Run 1, signal metal coverage by tile:
32 x 32 tiles, from black (low) to pale yellow (high), scaled to the fullest tile. Values are wire area over tile area, all layers added.
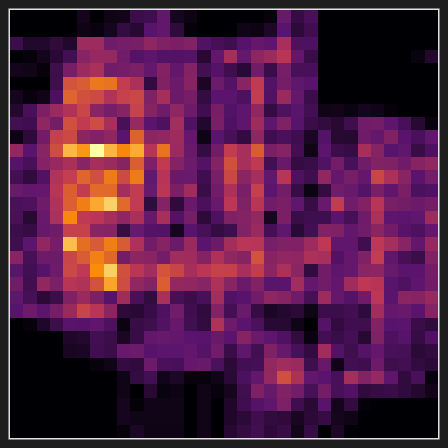
Run 1, wiring by layer:
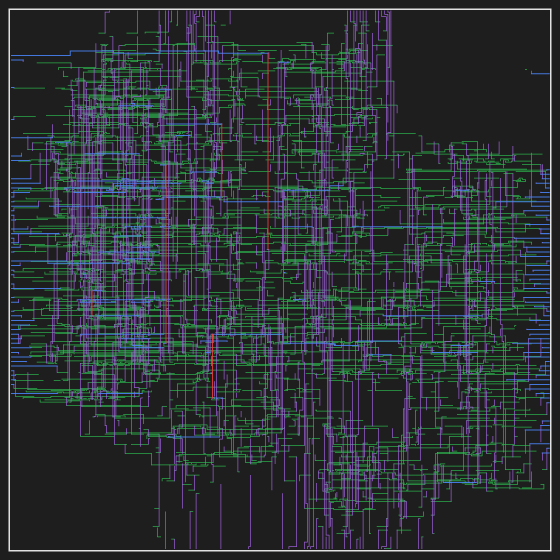
Run 1, placed standard cells:
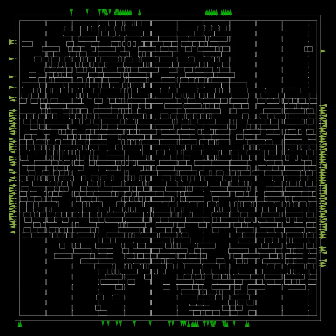
Run 1, cells colored by class:
Bar = 50 um. Fill, decap, tap and diode cells in gray.
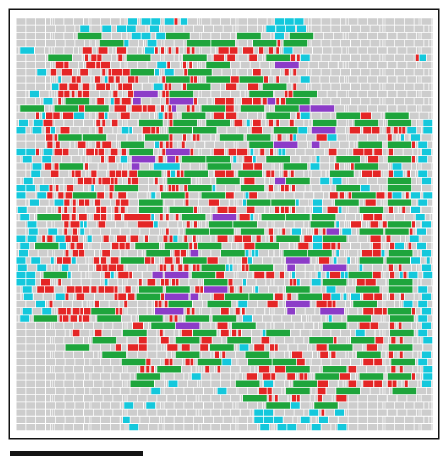
$ cat src/rtl/fetch_pkg.sv
// Shared types and constants for the instruction-fetch stage.
// Holds the fetch FSM encoding, the default reset PC and bubble instruction, and the PC step.
package fetch_pkg;

    typedef enum logic [1:0] {
        IDLE = 2'd0,
        WAIT = 2'd1,
        HOLD = 2'd2,
        KILL = 2'd3
    } fetch_state_e;

    localparam logic [31:0] DEFAULT_RESET_PC    = 32'h0000_0000;
    localparam logic [31:0] DEFAULT_BUBBLE_INST = 32'h0000_0000;
    localparam logic [31:0] PC_INCR             = 32'd4;

    // Redirect targets are word aligned by clearing the two low bits.
    function automatic logic [31:0] align_pc(input logic [31:0] addr);
        return addr & 32'hFFFF_FFFC;
    endfunction

endpackage

$ cat src/rtl/fetch_unit.sv
// Instruction-fetch stage: owns the fetch PC, runs a single-outstanding req/gnt + rvalid
// handshake to instruction memory and presents registered pc/inst/inst_valid to IF/ID.
module fetch_unit
    import fetch_pkg::*;
#(
    parameter logic [31:0] RESET_PC    = DEFAULT_RESET_PC,
    parameter logic [31:0] BUBBLE_INST = DEFAULT_BUBBLE_INST
) (
    input  logic        clk,
    input  logic        reset,
    input  logic        stall,
    input  logic        br_taken,
    input  logic [31:0] br_target,
    output logic        imem_req,
    output logic [31:0] imem_addr,
    input  logic        imem_gnt,
    input  logic        imem_rvalid,
    input  logic [31:0] imem_rdata,
    output logic [31:0] pc,
    output logic [31:0] inst,
    output logic        inst_valid
);

    fetch_state_e state_r, state_s;
    logic [31:0]  pc_q_r, pc_q_s;
    logic [31:0]  req_pc_r, req_pc_s;
    logic [31:0]  hold_pc_r, hold_pc_s;
    logic [31:0]  hold_inst_r, hold_inst_s;
    logic         hold_valid_r, hold_valid_s;
    logic [31:0]  pc_r, pc_s;
    logic [31:0]  inst_r, inst_s;
    logic         inst_valid_r, inst_valid_s;
    logic         rsp_s;
    logic         req_s;
    logic         fire_s;

    // A response only counts while a live request is outstanding.
    assign rsp_s  = (state_r == WAIT) && imem_rvalid;
    assign req_s  = !br_taken && ((state_r == IDLE) || (rsp_s && !stall));
    assign fire_s = req_s && imem_gnt;

    assign imem_req   = req_s;
    assign imem_addr  = pc_q_r;
    assign pc         = pc_r;
    assign inst       = inst_r;
    assign inst_valid = inst_valid_r;

    // Next-state, PC and hold-buffer logic; a redirect overrides everything else.
    always_comb begin
        state_s      = state_r;
        pc_q_s       = pc_q_r;
        req_pc_s     = req_pc_r;
        hold_pc_s    = hold_pc_r;
        hold_inst_s  = hold_inst_r;
        hold_valid_s = hold_valid_r;
        case (state_r)
            IDLE: begin
                if (fire_s) state_s = WAIT;
                else        state_s = IDLE;
            end
            WAIT: begin
                if (imem_rvalid && !stall) begin
                    state_s = fire_s ? WAIT : IDLE;
                end else if (imem_rvalid) begin
                    state_s      = HOLD;
                    hold_valid_s = 1'b1;
                    hold_pc_s    = req_pc_r;
                    hold_inst_s  = imem_rdata;
                end else begin
                    state_s = WAIT;
                end
            end
            HOLD: begin
                if (!stall) begin
                    state_s      = IDLE;
                    hold_valid_s = 1'b0;
                end else begin
                    state_s = HOLD;
                end
            end
            KILL: begin
                if (imem_rvalid) state_s = IDLE;
                else             state_s = KILL;
            end
            default: state_s = IDLE;
        endcase
        if (fire_s) begin
            req_pc_s = pc_q_r;
            pc_q_s   = pc_q_r + PC_INCR;
        end else begin
            req_pc_s = req_pc_r;
        end
        // A request still in flight after the redirect must have its response dropped.
        if (br_taken) begin
            pc_q_s       = align_pc(br_target);
            hold_valid_s = 1'b0;
            if (((state_r == WAIT) || (state_r == KILL)) && !imem_rvalid) state_s = KILL;
            else                                                          state_s = IDLE;
        end else begin
            hold_valid_s = hold_valid_s;
        end
    end

    // Output register selection in priority order: redirect, stall, held entry, live response.
    always_comb begin
        pc_s         = 32'd0;
        inst_s       = BUBBLE_INST;
        inst_valid_s = 1'b0;
        if (br_taken) begin
            pc_s         = 32'd0;
            inst_s       = BUBBLE_INST;
            inst_valid_s = 1'b0;
        end else if (stall) begin
            pc_s         = pc_r;
            inst_s       = inst_r;
            inst_valid_s = inst_valid_r;
        end else if (hold_valid_r) begin
            pc_s         = hold_pc_r;
            inst_s       = hold_inst_r;
            inst_valid_s = 1'b1;
        end else if (rsp_s) begin
            pc_s         = req_pc_r;
            inst_s       = imem_rdata;
            inst_valid_s = 1'b1;
        end else begin
            pc_s         = 32'd0;
            inst_s       = BUBBLE_INST;
            inst_valid_s = 1'b0;
        end
    end

    // State, PC, hold buffer and IF/ID-facing registers.
    always_ff @(posedge clk or negedge reset) begin
        if (!reset) begin
            state_r      <= IDLE;
            pc_q_r       <= RESET_PC;
            req_pc_r     <= 32'd0;
            hold_pc_r    <= 32'd0;
            hold_inst_r  <= 32'd0;
            hold_valid_r <= 1'b0;
            pc_r         <= 32'd0;
            inst_r       <= BUBBLE_INST;
            inst_valid_r <= 1'b0;
        end else begin
            state_r      <= state_s;
            pc_q_r       <= pc_q_s;
            req_pc_r     <= req_pc_s;
            hold_pc_r    <= hold_pc_s;
            hold_inst_r  <= hold_inst_s;
            hold_valid_r <= hold_valid_s;
            pc_r         <= pc_s;
            inst_r       <= inst_s;
            inst_valid_r <= inst_valid_s;
        end
    end

endmodule
$ cat config.mk
export PLATFORM = sky130hd
export DESIGN_NAME = fetch_unit
export DESIGN_NICKNAME = d
export VERILOG_FILES = /design/src/rtl/fetch_pkg.sv /design/src/rtl/fetch_unit.sv
export SDC_FILE = /design/constraint.sdc
export NUM_CORES = 1
export LEC_CHECK = 0
export CAP_MARGIN = 20
export CORE_MARGIN = 2
export CORE_UTILIZATION = 35
export DETAILED_ROUTE_END_ITERATION = 6
export GPL_TIMING_DRIVEN = 0
export SETUP_SLACK_MARGIN = 0.15
export SLEW_MARGIN = 20
export SYNTH_ARGS = -nofsm -noshare
export SYNTH_HDL_FRONTEND = slang
export SYNTH_SLANG_ARGS = --single-unit
$ cat constraint.sdc
create_clock -name clk -period 3.4 [get_ports clk]
set_input_delay 0.68 -clock clk [delete_from_list [all_inputs] [get_ports clk]]
set_output_delay 0.68 -clock clk [all_outputs]
set_load 0.005 [all_outputs]
==> flow_metrics.py, run 1 <==
# Metrics from the implementation run
metrics = {
    "clocking": {
        "cts-buffers-inserted": 17,
        "cts_tree": "yes",
        "cts.sinks": 189,
        "ctsHtreeMaxLevel": 4,
        "insertion_delay_ns": 0.43,
        "clk_path_buf_depth": 2,
        "cts_hold_buf": 0,
        "clockRootBuffer": "clkbuf_16",
        "post-cts-setup-buffers": 0,
    },
    "power": {
        "seqPwrFrac_pct": 49.1,
        "powerClk_mw": 2.00,
        "p_comb_mw": 1.21,
        "top_power_group": "sequential cells",
        "p_seq_mw": 3.10,
        "internal-power_mw": 4.479,
        "p_per_area_mw_per_mm2": 560.3,
        "ir_drop_mv": 0.3184,
        "leakage_nw": 4.766,
    },
    "synthesis": {
        "synth.cell_area_mm2": 0.008599,
        "ys_seq_share_pct": 55.00,
        "synth_flops": 189,
        "avgSynthCellArea_um2": 10.55,
        "simple_gate_area_share_pct": 18.07,
        "fa_ha_area_share_pct": 0.1455,
        "yosysWarningCount": 0,
        "largest_area_cell": "dfrtp_1",
        "synth.cellmix.compoundShare_pct": 12.61,
        "synthFlopType": "dfrtp_1",
        "ys_cells": 815,
        "yosys_area_mm2": 0.008599,
        "synthDistinctLibCells": 52,
        "edf_count": 0,
        "synthMuxAreaShare_pct": 9.690,
        "yosysTopAreaCellShare_pct": 55.00,
        "synth-xor-area-share_pct": 0.1018,
        "area_leaders": "dfrtp_1, mux2_2, a221oi_1",
    },
    "min_path": {
        "hold_path_class": "input pin to async pin",
    },
    "floorplan": {
        "fp_util_pct": 35.46,
        "die_w_um": 160.8,
        "ioPinCount": 168,
        "die_y_um": 160.8,
    },
    "worst_setup_path": {
        "r2r_start": "state_r[0]",
        "start_kind": "input pin",
        "endpoint_kind": "primary output",
        "r2r_setup_slack_ns": 1.14,
        "cp_slowest_cell": "clkdlybuf4s50_1",
        "crit_required_ns": 2.72,
        "crit_arrival_ns": 2.49,
        "path_class": "input pin to primary output",
        "crit_end": "imem_req",
        "crit_chain": "clkdlybuf4s50_1, buf_4, clkbuf_4, nor2_1, a21boi_2, clkdlybuf4s50_1",
        "crit_path_frequent_cell": "clkdlybuf4s50_1",
        "cp-startpoint": "br_taken",
        "max_stage_delay_ns": 0.53,
        "rr_worst_depth": 6,
        "r2r_end": "imem_addr[21]",
    },
    "placement": {
        "io_buffer_count": 162,
        "gp_congestion": 0.9026,
        "hpwl_um": 17680,
    },
    "detailed_routing": {
        "vias_per_cell": 5.291,
        "drt_iter0_drc": 443,
        "firstDrtPassIters": 5,
        "ant_nets": 0,
        "detail_route.drc_violations": 0,
    },
    "grt": {
        "grt_pass1_wl_um": 39760,
        "antenna_found_initial": 0,
        "overflow": 0,
        "grt_max_degree": 99,
    },
    "final_timing": {
        "drv_slew": 0,
        "timing.final.crit_share_pct": 93.31,
        "fmax_ghz": 0.3152,
        "finalHoldViolCount": 0,
        "worst_slew_pin_slew_ns": 0.8056,
        "relSlewSlack_pct": 46.29,
        "setup_viol": 0,
        "rsz0062_at_grt": "no",
        "layout_min_cycle_time_ns": 3.173,
    },
    "job": {
        "log.warning_count": 28,
        "drv_cap": 0,
    },
    "cells_and_area": {
        "insertedDiodeCount": 0,
        "syn_to_final_growth_pct": 30.95,
        "final_common_cell": "dfrtp_1",
        "drive_gt1_share_pct": 12.56,
        "final_cell_mix": "dfrtp_1, clkdlybuf4s50_1, nand2_1",
        "final_nets": 1069,
    },
    "run_status": {
        "status": "finished, final reports clean",
    },
}
Back to the opening pictures, 'signal metal coverage by tile':
fullest tile: 0.63
nearly empty tiles: 18%
tiles over half the peak: 8.4%
mean over tiles: 0.15
densest ninth of the die: middle left
emptiest ninth of the die: upper right
GRT Total Usage: 19.67%
vias: 7063
DR WL/cell: 18.61 um
final wirelength: 24840 um

Back to the opening pictures, 'wiring by layer':
[green] metal 1 | wire length: 12100 um
[blue] metal 3 | wire length: 1230 um
[purple] metal 2 | wire length: 11300 um
[red] metal 4 | wire length: 205 um

Back to the opening pictures, 'placed standard cells':
sequential cells: 189
n_taps: 324
fillcell total: 2327

Back to the opening pictures, 'cells colored by class':
[cyan] remaining buffers and delay cells | cells: 238 | share of their area: 18%
[green] sequential cells | cells: 189 | share of their area: 44%
[purple] clock drivers and dummy loads | cells: 32 | share of their area: 5.4%
[red] combinational and other logic | cells: 552 | share of their area: 33%
final core utilization: 46.44%
final instance area: 0.01126 mm^2
num rows: 57
core area: 0.02425 mm^2
Seq/total area: 42.00%

run 1: sequential cells by signal (all words and copies together), names as in the netlist:
signal	flops
inst	32
hold_pc_r	30
state_r	2
req_pc_r	30
imem_addr	30
hold_inst_r	32
pc	31
inst_valid	1
hold_valid_r	1
run 1: cell usage after synthesis, types with 7 or more instances:
cell type,n
inv_1,11
clkbuf_1,52
mux2i_1,9
mux2_2,66
and2_1,12
a221oi_1,62
nor3_1,73
dfrtp_1,189
nand2_1,106
o21ai_0,10
and3_1,7
nand4_1,17
buf_2,11
o211ai_1,8
nand3_1,20
nor2_1,70
run 1: critical path: cells and delay by family:
family                 cells  cell delay (ns)
AND-OR/OR-AND              1             0.22
AND/OR/NAND/NOR            1             0.17
buffers and inverters      4             1.41
run 1: cell type report:
class	count	area (um^2)
Clock inverter	14	147.6
Sequential cell	189	4730
Buffer	75	335.3
Inverter	12	45.04
Multi-Input combinational cell	540	3505
Fill cell	2327	12990
Tap cell	324	405.4
Timing Repair Buffer	163	1654
Clock buffer	18	439.2
run 1: metal layers:
| layer | track usage [%] | part of all wire [%] |
|---|---|---|
| met4 | 4.545 | 0.83 |
| met1 | 29.23 | 49 |
| met5 | 0 | 0 |
| met3 | 3.254 | 4.9 |
| met2 | 30.25 | 46 |
run 1: through the flow:
step                instances  setup TNS (ns)  worst slack (ns)  hold slack, ns  power (mW)
floorplan                 816               0             1.195          0.3844       3.754
global placement         1302        -1233.83            -6.548          0.4834       4.301
detailed placement       1303         -0.3125           -0.3125          0.4929       4.347
CTS                      1335               0            0.1674          0.2904       6.360
global route             1335               0            0.1473          0.2956       6.637
finish                   1335               0            0.2274          0.2443       6.309
Run 1, met1 routing:
Supply wires on this layer in gray.
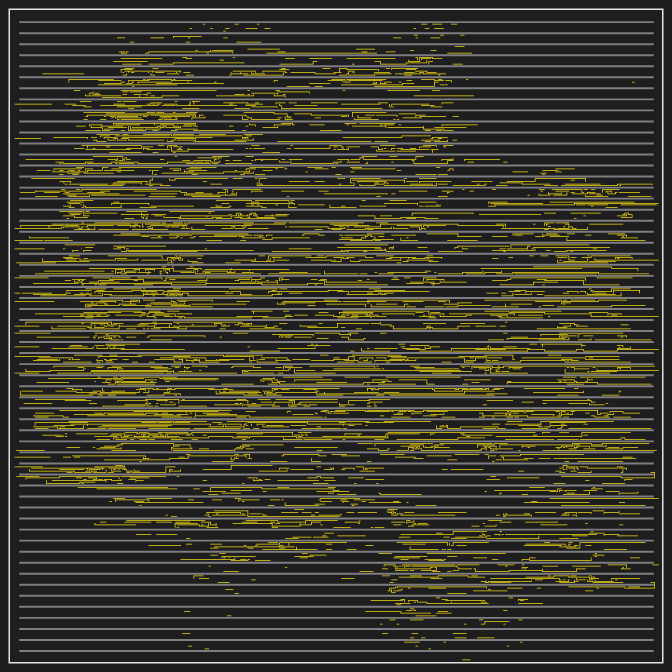

==> run 2, diff against run 1 <==
==> constraint.sdc (replaced) <==
create_clock -name clk -period 3.47 [get_ports clk]
set_input_delay 0.694 -clock clk [delete_from_list [all_inputs] [get_ports clk]]
set_output_delay 0.694 -clock clk [all_outputs]
set_load 0.005 [all_outputs]
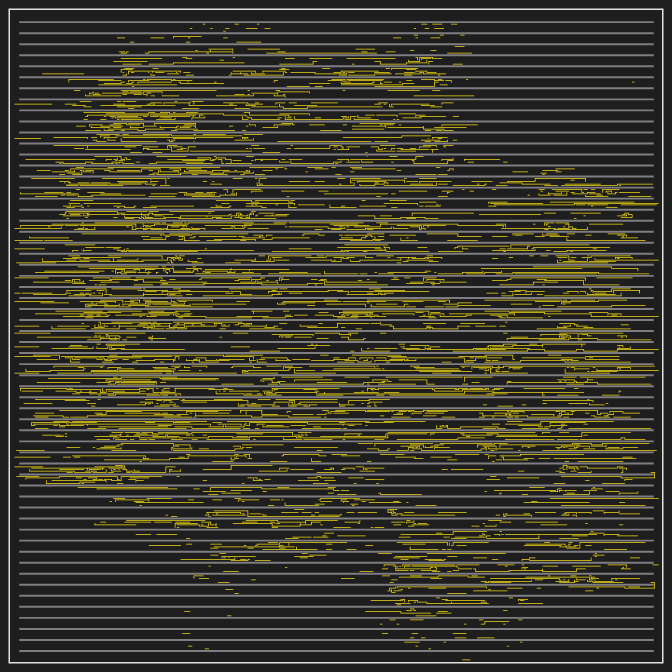
Run 2: met1 routing
Supply wires on this layer in gray.
longest straight run: 43.0 um
nets with wire on the layer: 961
met1 Use GR: 29.23%
vias: 7067
final wirelength: 24870 um

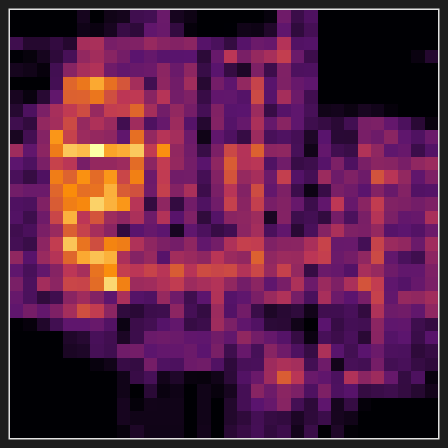
Run 2: signal metal coverage by tile
32 x 32 tiles, from black (low) to pale yellow (high), scaled to the fullest tile. Values are wire area over tile area, all layers added.
mean over tiles: 0.15
densest ninth of the die: middle left
nearly empty tiles: 17%
fullest tile: 0.59
tiles over half the peak: 11%
emptiest ninth of the die: upper right
GRT Total Usage: 19.67%
DR WL/cell: 18.63 um

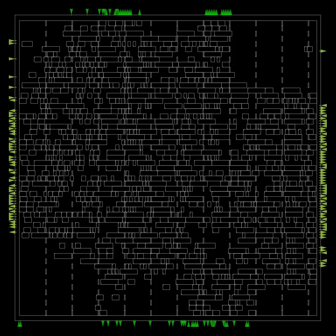
Run 2: placed standard cells
Seq/total area: 42.01%
final non-filler cell total: 1335
final core utilization: 46.43%

==> run 2 against run 1 <==
First-iteration DRC count increased by 2.3%. Core utilization about the same. Combinational power about the same.
==> flow_metrics.py, run 2 <==
# Metrics from the implementation run
metrics = {
    "clocking": {
        "insertion_delay_ns": 0.43,
        "ctsHtreeMaxLevel": 4,
        "cts_hold_buf": 0,
        "clockRootBuffer": "clkbuf_16",
        "cts.sinks": 189,
        "clk_path_buf_depth": 2,
        "cts-buffers-inserted": 17,
        "cts_tree": "yes",
        "post-cts-setup-buffers": 0,
    },
    "worst_setup_path": {
        "critical_path_buf_inv_count": 4,
        "cp_slowest_cell": "clkdlybuf4s50_1",
        "path_class": "input pin to primary output",
        "cp-startpoint": "br_taken",
        "start_kind": "input pin",
        "max_stage_delay_ns": 0.53,
        "r2r_end": "imem_addr[20]",
        "crit_path_frequent_cell": "clkdlybuf4s50_1",
        "endpoint_kind": "primary output",
        "rr_worst_depth": 6,
        "crit_chain": "clkdlybuf4s50_1, buf_2, clkbuf_4, nor2_1, a21boi_2, clkdlybuf4s50_1",
        "r2r_setup_slack_ns": 1.22,
        "crit_end": "imem_req",
        "r2r_start": "imem_addr[2]",
        "crit_family": "buffers and inverters",
    },
    "synthesis": {
        "top_cell": "dfrtp_1",
        "yosysWarningCount": 0,
        "synth-xor-area-share_pct": 0.1018,
        "largest_area_cell": "dfrtp_1",
        "synth.cellmix.compoundShare_pct": 12.61,
        "synth_flops": 189,
        "yosys_area_mm2": 0.008599,
        "simple_gate_area_share_pct": 18.07,
        "avgSynthCellArea_um2": 10.55,
        "synthDistinctLibCells": 52,
        "synthTopCellsByCount": "dfrtp_1, nand2_1, nor3_1",
        "synthMuxAreaShare_pct": 9.690,
        "area_leaders": "dfrtp_1, mux2_2, a221oi_1",
        "synth.cell_area_mm2": 0.008599,
        "yosysTopAreaCellShare_pct": 55.00,
        "edf_count": 0,
    },
    "run_status": {
        "status": "finished, final reports clean",
    },
    "final_timing": {
        "setup_viol": 0,
        "drv_slew": 0,
        "finalHoldViolCount": 0,
        "timing.setup.tns_ns": 0,
        "fmax_ghz": 0.3097,
        "worst_slew_pin_slew_ns": 0.8001,
        "timing.final.crit_share_pct": 93.06,
        "layout_min_cycle_time_ns": 3.229,
    },
    "detailed_routing": {
        "wl_met3_um": 1270,
        "ant_nets": 0,
        "top_layer_used": "met4",
        "drt_iter0_drc": 453,
        "firstDrtPassIters": 5,
        "detail_route.drc_violations": 0,
        "wl_met1_um": 12090,
    },
    "grt": {
        "use_met3_pct": 3.254,
        "use_met2_pct": 30.23,
        "grt.busiest_layer": "met2",
        "antenna_found_initial": 0,
        "overflow": 0,
        "grt_pass1_wl_um": 39750,
        "grt_max_degree": 99,
    },
    "cells_and_area": {
        "nFillCells": 2327,
        "final_common_cell": "dfrtp_1",
        "syn_to_final_growth_pct": 30.92,
        "drive_gt1_share_pct": 12.56,
        "mi_logic_area_mm2": 0.003505,
        "insertedDiodeCount": 0,
        "final_nets": 1069,
        "regArea_mm2": 0.004730,
        "final_cell_mix": "dfrtp_1, clkdlybuf4s50_1, nand2_1",
    },
    "floorplan": {
        "num_rows": 57,
        "die_y_um": 160.8,
        "die_w_um": 160.8,
        "ioPinCount": 168,
    },
    "placement": {
        "hpwl_um": 17680,
        "io_buffer_count": 162,
        "gp_congestion": 0.9026,
    },
    "power": {
        "powerClk_mw": 1.97,
        "internal-power_mw": 4.388,
        "seqPwrFrac_pct": 49.1,
        "top_power_group": "sequential cells",
        "p_comb_mw": 1.18,
    },
    "min_path": {
        "hold_path_class": "input pin to async pin",
    },
    "job": {
        "log.warning_count": 28,
    },
}
-- run 2: cell counts after synthesis --
No cell type changed its count.
-- run 2: cells by family (layout without fill, tap and decap cells) --
| family | Yosys count | count (layout) |
|---|---|---|
| flip-flops | 189 | 189 |
| AND-OR/OR-AND | 130 | 130 |
| XOR/XNOR | 1 | 1 |
| buffers and inverters | 87 | 282 |
| multiplexers | 75 | 75 |
| adder cells (fa/ha/maj) | 1 | 1 |
| other | 1 | 2 |
| AND/OR/NAND/NOR | 331 | 331 |
-- run 2: layout make-up --
class / instances / area share [%]
clock inverters: 14 / 1.311
well taps: 324 / 3.601
repair buffers: 163 / 14.69
clock buffers: 18 / 3.901
plain buffers: 75 / 2.956
inverters: 12 / 0.4001
multi-input cells: 540 / 31.13
flip-flops and latches: 189 / 42.01
-- run 2: stage by stage --
stage	power [mW]	hold WS [ns]	instance area, um^2	setup slack (ns)	instances
floorplan	3.678	0.3984	8603	1.251	816
global placement	4.214	0.4834	10630	-6.492	1302
detailed placement	4.260	0.4929	10660	-0.2705	1303
CTS	6.231	0.3044	11250	0.1548	1335
global route	6.503	0.3096	11260	0.1633	1335
finish	6.184	0.2649	11260	0.2407	1335
-- run 2: worst min-delay path by stage --
stage	from	end	slack, ns	cells after the start
floorplan	reset	hold_inst_r[0]	0.40	0
global placement	req_pc_r[30]	req_pc_r[30]	0.48	2
detailed placement	hold_inst_r[18]	hold_inst_r[18]	0.49	1
CTS	reset	imem_addr[9]	0.30	1
global route	reset	imem_addr[10]	0.31	1
finish	reset	imem_addr[9]	0.26	1
Power is estimated from default activity; no workload was simulated.
